$ cat src/rtl/crypto_key_pkg.sv
`default_nettype none
//==============================================================================
// Module   : crypto_key_pkg
// Brief    : Shared types, defaults and helpers for the key reader slice.
// Revision : 1.0 - initial release
//==============================================================================
package crypto_key_pkg;

   localparam int c_key_w_default = 16;
   localparam int c_nib_w_default = 4;

   typedef enum logic [2:0] {
      ST_IDLE  = 3'd0,
      ST_CHECK = 3'd1,
      ST_XFER  = 3'd2,
      ST_DONE  = 3'd3,
      ST_ERR   = 3'd4
   } state_t;

   // Index width that stays at least one bit for single-entry tables.
   function automatic int slot_idx_w(input int n);
      return (n > 1) ? $clog2(n) : 1;
   endfunction

endpackage
`default_nettype wire

$ cat src/rtl/key_slot_bank.sv
`default_nettype none
//==============================================================================
// Module   : key_slot_bank
// Brief    : Key slot registers with valid flags and a write-forwarding read port.
// Revision : 1.0 - initial release
//==============================================================================
module key_slot_bank
   import crypto_key_pkg::*;
#(
   parameter  int NUM_SLOTS = 4,
   parameter  int KEY_W     = c_key_w_default,
   localparam int SLOT_W    = slot_idx_w(NUM_SLOTS)
) (
   input  logic              clk,
   input  logic              reset,
   input  logic [KEY_W-1:0]  i_key,
   input  logic              i_load_en,
   input  logic [SLOT_W-1:0] i_load_slot,
   input  logic [SLOT_W-1:0] i_rd_slot,
   output logic [KEY_W-1:0]  o_rd_data,
   output logic              o_rd_valid
);

   logic [KEY_W-1:0] r_data  [NUM_SLOTS];
   logic             r_valid [NUM_SLOTS];
   logic             w_fwd;

   for (genvar i = 0; i < NUM_SLOTS; i++) begin : g_slot
      always_ff @(posedge clk) begin
         if (reset) begin
            r_data[i]  <= '0;
            r_valid[i] <= 1'b0;
         end else if (i_load_en && (i_load_slot == SLOT_W'(i))) begin
            r_data[i]  <= i_key;
            r_valid[i] <= 1'b1;
         end
      end
   end

   // A load landing on the same edge as the read must win over the stored copy.
   assign w_fwd      = i_load_en && (i_load_slot == i_rd_slot);
   assign o_rd_data  = w_fwd ? i_key : r_data[i_rd_slot];
   assign o_rd_valid = w_fwd | r_valid[i_rd_slot];

endmodule
`default_nettype wire

$ cat src/rtl/crypto_key_reader.sv
`default_nettype none
//==============================================================================
// Module   : crypto_key_reader
// Brief    : Checks a read request against slot validity and lock, then
//            streams a snapshot of the key MSB-first as NIB_W-bit beats.
// Revision : 1.0 - initial release
//==============================================================================
module crypto_key_reader
   import crypto_key_pkg::*;
#(
   parameter  int NUM_SLOTS = 4,
   parameter  int KEY_W     = c_key_w_default,
   parameter  int NIB_W     = c_nib_w_default,
   localparam int SLOT_W    = slot_idx_w(NUM_SLOTS)
) (
   input  logic              clk,
   input  logic              reset,
   input  logic [KEY_W-1:0]  key_in,
   input  logic              key_load_en,
   input  logic [SLOT_W-1:0] key_load_slot,
   input  logic              lock_set,
   input  logic              rd_req,
   input  logic [SLOT_W-1:0] rd_slot,
   output logic              rd_busy,
   output logic [NIB_W-1:0]  nib_out,
   output logic              nib_valid,
   input  logic              nib_ready,
   output logic              nib_last,
   output logic              rd_done,
   output logic              rd_err
);

   localparam int c_BEATS = KEY_W / NIB_W;
   localparam int c_CNT_W = slot_idx_w(c_BEATS);

   state_t             r_state;
   logic [SLOT_W-1:0]  r_slot;
   logic [KEY_W-1:0]   r_snap;
   logic [c_CNT_W-1:0] r_cnt;
   logic [c_CNT_W-1:0] w_cnt_inc;
   logic               r_lock;
   logic [NIB_W-1:0]   r_nib_out;
   logic               r_nib_valid;
   logic               r_nib_last;
   logic               r_rd_done;
   logic               r_rd_err;
   logic               r_busy;
   logic [KEY_W-1:0]   w_slot_data;
   logic               w_slot_valid;

   key_slot_bank #(
      .NUM_SLOTS (NUM_SLOTS),
      .KEY_W     (KEY_W)
   ) u_bank (
      .clk         (clk),
      .reset       (reset),
      .i_key       (key_in),
      .i_load_en   (key_load_en),
      .i_load_slot (key_load_slot),
      .i_rd_slot   (r_slot),
      .o_rd_data   (w_slot_data),
      .o_rd_valid  (w_slot_valid)
   );

   function automatic logic [NIB_W-1:0] f_beat(input logic [KEY_W-1:0] v,
                                               input logic [c_CNT_W-1:0] idx);
      logic [KEY_W-1:0] shifted;
      shifted = v >> ((c_BEATS - 1 - int'(idx)) * NIB_W);
      return shifted[NIB_W-1:0];
   endfunction

   assign w_cnt_inc = r_cnt + c_CNT_W'(1);

   always_ff @(posedge clk) begin
      if (reset) begin
         r_state     <= ST_IDLE;
         r_slot      <= '0;
         r_snap      <= '0;
         r_cnt       <= '0;
         r_lock      <= 1'b0;
         r_nib_out   <= '0;
         r_nib_valid <= 1'b0;
         r_nib_last  <= 1'b0;
         r_rd_done   <= 1'b0;
         r_rd_err    <= 1'b0;
         r_busy      <= 1'b0;
      end else begin
         r_rd_done <= 1'b0;
         r_rd_err  <= 1'b0;
         if (lock_set) r_lock <= 1'b1;
         case (r_state)
            ST_IDLE: begin
               if (rd_req) begin
                  r_slot  <= rd_slot;
                  r_busy  <= 1'b1;
                  r_state <= ST_CHECK;
               end
            end
            ST_CHECK: begin
               if (!w_slot_valid || r_lock) begin
                  r_rd_err <= 1'b1;
                  r_state  <= ST_ERR;
               end else begin
                  r_snap      <= w_slot_data;
                  r_cnt       <= '0;
                  r_nib_out   <= f_beat(w_slot_data, '0);
                  r_nib_valid <= 1'b1;
                  r_nib_last  <= (c_BEATS == 1);
                  r_state     <= ST_XFER;
               end
            end
            ST_XFER: begin
               if (nib_ready) begin
                  if (r_nib_last) begin
                     r_nib_out   <= '0;
                     r_nib_valid <= 1'b0;
                     r_nib_last  <= 1'b0;
                     r_rd_done   <= 1'b1;
                     r_state     <= ST_DONE;
                  end else begin
                     r_cnt      <= w_cnt_inc;
                     r_nib_out  <= f_beat(r_snap, w_cnt_inc);
                     r_nib_last <= (w_cnt_inc == c_CNT_W'(c_BEATS - 1));
                  end
               end
            end
            ST_DONE: begin
               r_snap  <= '0;
               r_busy  <= 1'b0;
               r_state <= ST_IDLE;
            end
            ST_ERR: begin
               r_busy  <= 1'b0;
               r_state <= ST_IDLE;
            end
            default: begin
               r_busy  <= 1'b0;
               r_state <= ST_IDLE;
            end
         endcase
      end
   end

   // Outputs are forced low for the whole reset window, not just after the edge.
   assign rd_busy   = r_busy & ~reset;
   assign nib_out   = reset ? '0 : r_nib_out;
   assign nib_valid = r_nib_valid & ~reset;
   assign nib_last  = r_nib_last & ~reset;
   assign rd_done   = r_rd_done & ~reset;
   assign rd_err    = r_rd_err & ~reset;

endmodule
`default_nettype wire

$ cat config.mk
export PLATFORM = sky130hd
export DESIGN_NAME = crypto_key_reader
export DESIGN_NICKNAME = d
export VERILOG_FILES = /design/src/rtl/crypto_key_pkg.sv /design/src/rtl/key_slot_bank.sv /design/src/rtl/crypto_key_reader.sv
export SDC_FILE = /design/constraint.sdc
export NUM_CORES = 1
export LEC_CHECK = 0
export CAP_MARGIN = 20
export CORE_MARGIN = 3
export CORE_UTILIZATION = 53
export CTS_CLUSTER_DIAMETER = 80
export DETAILED_ROUTE_END_ITERATION = 8
export GPL_TIMING_DRIVEN = 1
export PLACE_DENSITY = 0.76
export SYNTH_ARGS = -nofsm -noshare
export SYNTH_HDL_FRONTEND = slang
export SYNTH_SLANG_ARGS = --single-unit
export TNS_END_PERCENT = 30
$ cat constraint.sdc
create_clock -name clk -period 2.2 [get_ports clk]
set_clock_uncertainty 0.15 [all_clocks]
set_input_delay 0.22 -clock clk [delete_from_list [all_inputs] [get_ports clk]]
set_output_delay 0.22 -clock clk [all_outputs]
set_load 0.02 [all_outputs]
Fig. 1: run 1, cell area per tile
Scale: 3 px per µm. 10 x 10 tiles, from dark purple (low) to yellow (high), 0 to 100% covered.
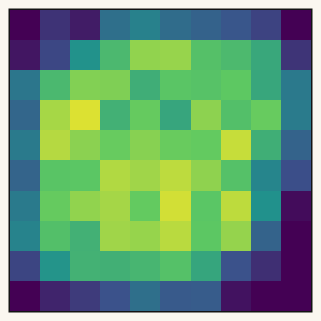
mean over tiles: 53%
emptiest ninth of the die: lower right
tiles over 75% full: 30%
fullest tile: 95%
nearly empty tiles: 7.0%
densest ninth of the die: centre

Fig. 2: run 1, logic cells by family
Scale: 4 px per µm.
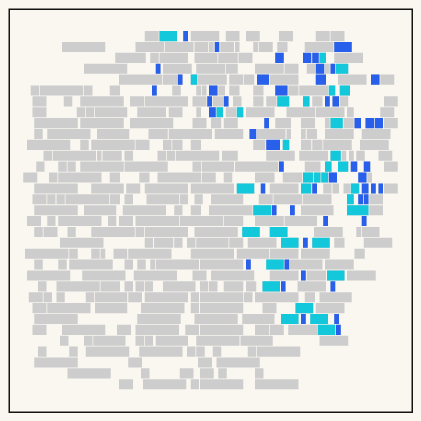
| family | colour | cells | most used |
|---|---|---|---|
| nor cells | blue | 52 | nor2_1 |
| aoi and oai cells | cyan | 35 | a211oi_2 |
Comb area share: 0.335
Final Instance Count excl. Fillers: 512
Commonest Layout Cell: edfxtp_1

==> flow_metrics.tcl, run 1 <==
# place-and-route summary
set metrics [dict create \
    status "finished clean" \
    topCellsByArea "edfxtp_1, dfxtp_1, mux4_2" \
    cts_tree "yes" \
    ir_worst_vdd_mv 0.370 \
    p_sw_mw 0.951 \
    cp_slowest_stage_delay_ps 620 \
    drive_above_1_share 0.209 \
    reg_top3 "u_bank.r_data x64, r_snap x16" \
    routed_via_density 5.72 \
    netlist.area_leader.share 0.426 \
    dr.pass1.iters 4 \
    crit_fanout 6 \
    ys_top_logic_family "simple AND/OR/NAND/NOR gates" \
    yosysSeqAreaShare 0.579 \
    core_area_um2 8420 \
    sh_seq_area 0.496 \
    h-tree-depth 3 \
    p_leak_nw 2.01 \
    lay_top_cells "edfxtp_1, and2_1, dfxtp_1, clkdlybuf4s50_1, nor2_1" \
    worst_hold_path.endpoint "r_lock$_SDFFE_PP0P_" \
    p_seq_frac 0.586 \
    netlist_area_um2 4720 \
    ys_sh_aoi 0.0742 \
    synth.avg_cell_area_um2 13.4 \
    cts_buffers 9 \
    hp-start "lock_set" \
    crit_family "buffers and inverters" \
    comb_area_um2 1850 \
    whs_path_depth 3 \
    warnings 27 \
    die_w_um 100 \
    r2r_setup_slack_ps 200 \
    holdWs_ps 293 \
    max_freq_mhz 486 \
    required_ps 1830 \
    design_area_um2 5510 \
    setup_tns_ps 0 \
    common_cells "edfxtp_1, and2_1, dfxtp_1, nor2_1, mux4_2" \
    cts.path.max_buffers 2 \
    register_area_um2 2730 \
    die_h_um 100 \
    drtIter0Drc 146 \
    simple_gate_area_frac 0.166 \
    xor_share 0.00530 \
    grt_remaining_overflow 0 \
    cp.depth 3 \
    critPathLaunchType "register" \
    ys_types 46 \
    ys_cells 351 \
    core.rowCount 33 \
    top_cell "edfxtp_1" \
    hold_violations 0 \
    tap_cells 105 \
    tightest_slew_ps 1050 \
    regMostFlops "u_bank.r_data" \
    clk_share 0.0302 \
    root_buffer "clkbuf_8" \
    async_flop_share 0 \
    period_used_share 0.936 \
    p_seq_mw 2.24 \
    inverters 3 \
    p_int_mw 2.88 \
    crit_start "r_nib_last$_SDFFE_PP0P_" \
]
Fig. 3: run 1, sequential cells coloured by netlist name
Scale: 4 px per µm. Other sequential cells in the stronger grey, the rest of the logic in the fainter grey.
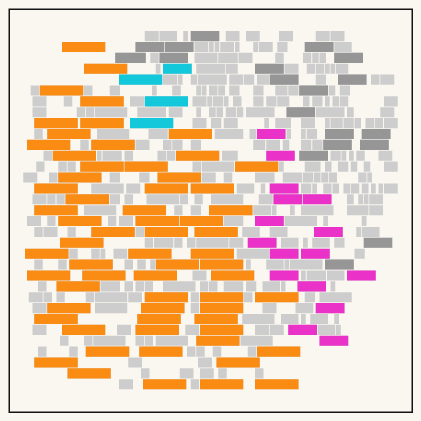
| signal | colour | sequential cells |
|---|---|---|
| `u_bank.r_data` | orange | 64 |
| `r_snap` | magenta | 16 |
| `u_bank.r_valid` | cyan | 4 |
not coloured: 19

-- run 1: worst min-delay path: stages --
cell	delay, ps
clkdlybuf4s50_1	410
nor2_1	90
nor2_1	40
-- run 1: metal layers --
metal / share of wire / global-route usage
met3: 0.042 / 0.0361
met4: 0.012 / 0.0746
met5: 0 / 0
met2: 0.52 / 0.344
met1: 0.43 / 0.269
-- run 1: cells by family (layout without fill, tap and decap cells) --
| family | Yosys count | count (layout) |
|---|---|---|
| AND-OR/OR-AND | 39 | 39 |
| multiplexers | 42 | 42 |
| buffers and inverters | 24 | 80 |
| flip-flops | 103 | 103 |
| AND/OR/NAND/NOR | 140 | 140 |
| adder cells (fa/ha/maj) | 1 | 1 |
| XOR/XNOR | 2 | 2 |
--- run 2 (diff from run 1) ---
- PLACE_DENSITY: 0.76 -> 0.83
Fig. 4: run 2, I/O nets highlighted
Scale: 4 px per µm.
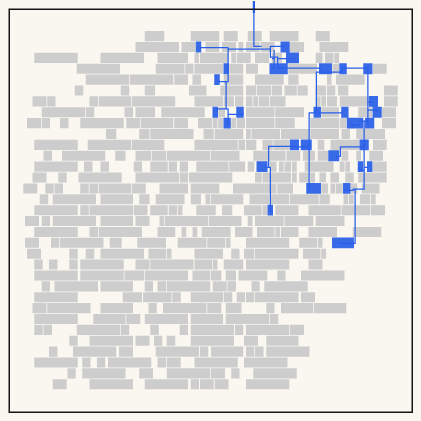
| port | colour | bits | direction | edge | end cells | buffers | wire |
|---|---|---|---|---|---|---|---|
| `reset` | blue | 1 | input | top | 31 | 2 | 248 µm |

==> flow_metrics.tcl, run 2 <==
# place-and-route summary
set metrics [dict create \
    ys_cells 351 \
    holdWs_ps 259 \
    period_used_share 0.969 \
    tap_cells 105 \
    grt_pass1_vias 2999 \
    drtIter0Drc 140 \
    grt_max_degree 31 \
    synth.avg_cell_area_um2 13.4 \
    drive_above_1_share 0.214 \
    maxPowerGroup "sequential cells" \
    die_w_um 100 \
    ys_types 46 \
    p_seq_mw 2.25 \
    die_h_um 100 \
    drt-met1-wl_mm 3.95 \
    regMostFlops "u_bank.r_data" \
    worst_hold_path.endpoint "r_lock$_SDFFE_PP0P_" \
    critPathLaunchType "register" \
    sh_seq_area 0.494 \
    crit_path_top_delay_cell "clkdlybuf4s50_1" \
    setup_viol 0 \
    p_leak_nw 2.02 \
    simple_gate_area_frac 0.166 \
    required_ps 1830 \
    cts.path.max_buffers 2 \
    max_freq_mhz 469 \
    top_cell "edfxtp_1" \
    path_cells "inv_1 > nor2_1 > clkdlybuf4s50_1" \
    clk_share 0.0357 \
    grt_remaining_overflow 0 \
    wl_met2_mm 5.12 \
    netlist.area_leader.share 0.426 \
    top_layer_used "met4" \
    criticalPathCategory "reg -> out" \
    netlist_area_um2 4720 \
    hp-start "lock_set" \
    drv_cap 0 \
    inverters 3 \
    use_met2 0.357 \
    logic_gates 224 \
    p_sw_mw 1.05 \
    tightest_slew_ps 1080 \
    whs_path_depth 3 \
    cts_tree "yes" \
    core_area_um2 8420 \
    ys_top_logic_family "simple AND/OR/NAND/NOR gates" \
    grt.busiest_layer "met2" \
    lay_top_cells "edfxtp_1, and2_1, dfxtp_1, clkdlybuf4s50_1, nor2_1" \
    crit_fanout 6 \
    xor_share 0.00530 \
    topCellsByArea "edfxtp_1, dfxtp_1, mux4_2" \
    design_area_um2 5530 \
    reg_top3 "u_bank.r_data x64, r_snap x16" \
    use_met3 0.0341 \
    yosysSeqAreaShare 0.579 \
    setup_tns_ps 0 \
    pg_comb_mw 0.537 \
    grt_util_met1 0.254 \
    cp_slowest_stage_delay_ps 620 \
    r2r_cells 6 \
    r2r_setup_slack_ps 230 \
    routed_via_density 5.80 \
    dr.pass1.iters 4 \
    wl_per_cell_um 19.0 \
    comb_area_um2 1850 \
    async_flop_share 0 \
    common_cells "edfxtp_1, and2_1, dfxtp_1, nor2_1, mux4_2" \
    sh_comb_area 0.334 \
    ys_sh_aoi 0.0742 \
    root_buffer "clkbuf_8" \
    synth-main-ff-cell "edfxtp_1" \
    core.rowCount 33 \
    warnings 27 \
    cts_buffers 9 \
    p_int_mw 2.91 \
    hold_violations 0 \
    status "finished clean" \
    p_seq_frac 0.569 \
    ir_worst_vdd_mv 0.408 \
    crit_family "buffers and inverters" \
    layout_top_cell "edfxtp_1" \
    register_area_um2 2730 \
    final_cells 511 \
    h-tree-depth 3 \
    met3_length_um 511 \
]
## run 2: worst max-delay path by stage
| stage | start | endpoint | slack, ps | depth (start not counted) |
|---|---|---|---|---|
| 2_1_floorplan | key_load_slot[1] | u_bank.r_data[0][0]$_SDFFCE_PN0P_ | -3 | 2 |
| 3_3_place_gp | key_load_slot[0] | u_bank.r_data[3][2]$_SDFFCE_PN0P_ | -80 | 4 |
| 3_5_place_dp | key_load_en | u_bank.r_data[2][6]$_SDFFCE_PN0P_ | -180 | 5 |
| 4_1_cts | r_nib_last$_SDFFE_PP0P_ | nib_last | 70 | 3 |
| 5_1_grt | r_nib_last$_SDFFE_PP0P_ | nib_last | 10 | 3 |
| 6_report | r_nib_last$_SDFFE_PP0P_ | nib_last | 70 | 3 |
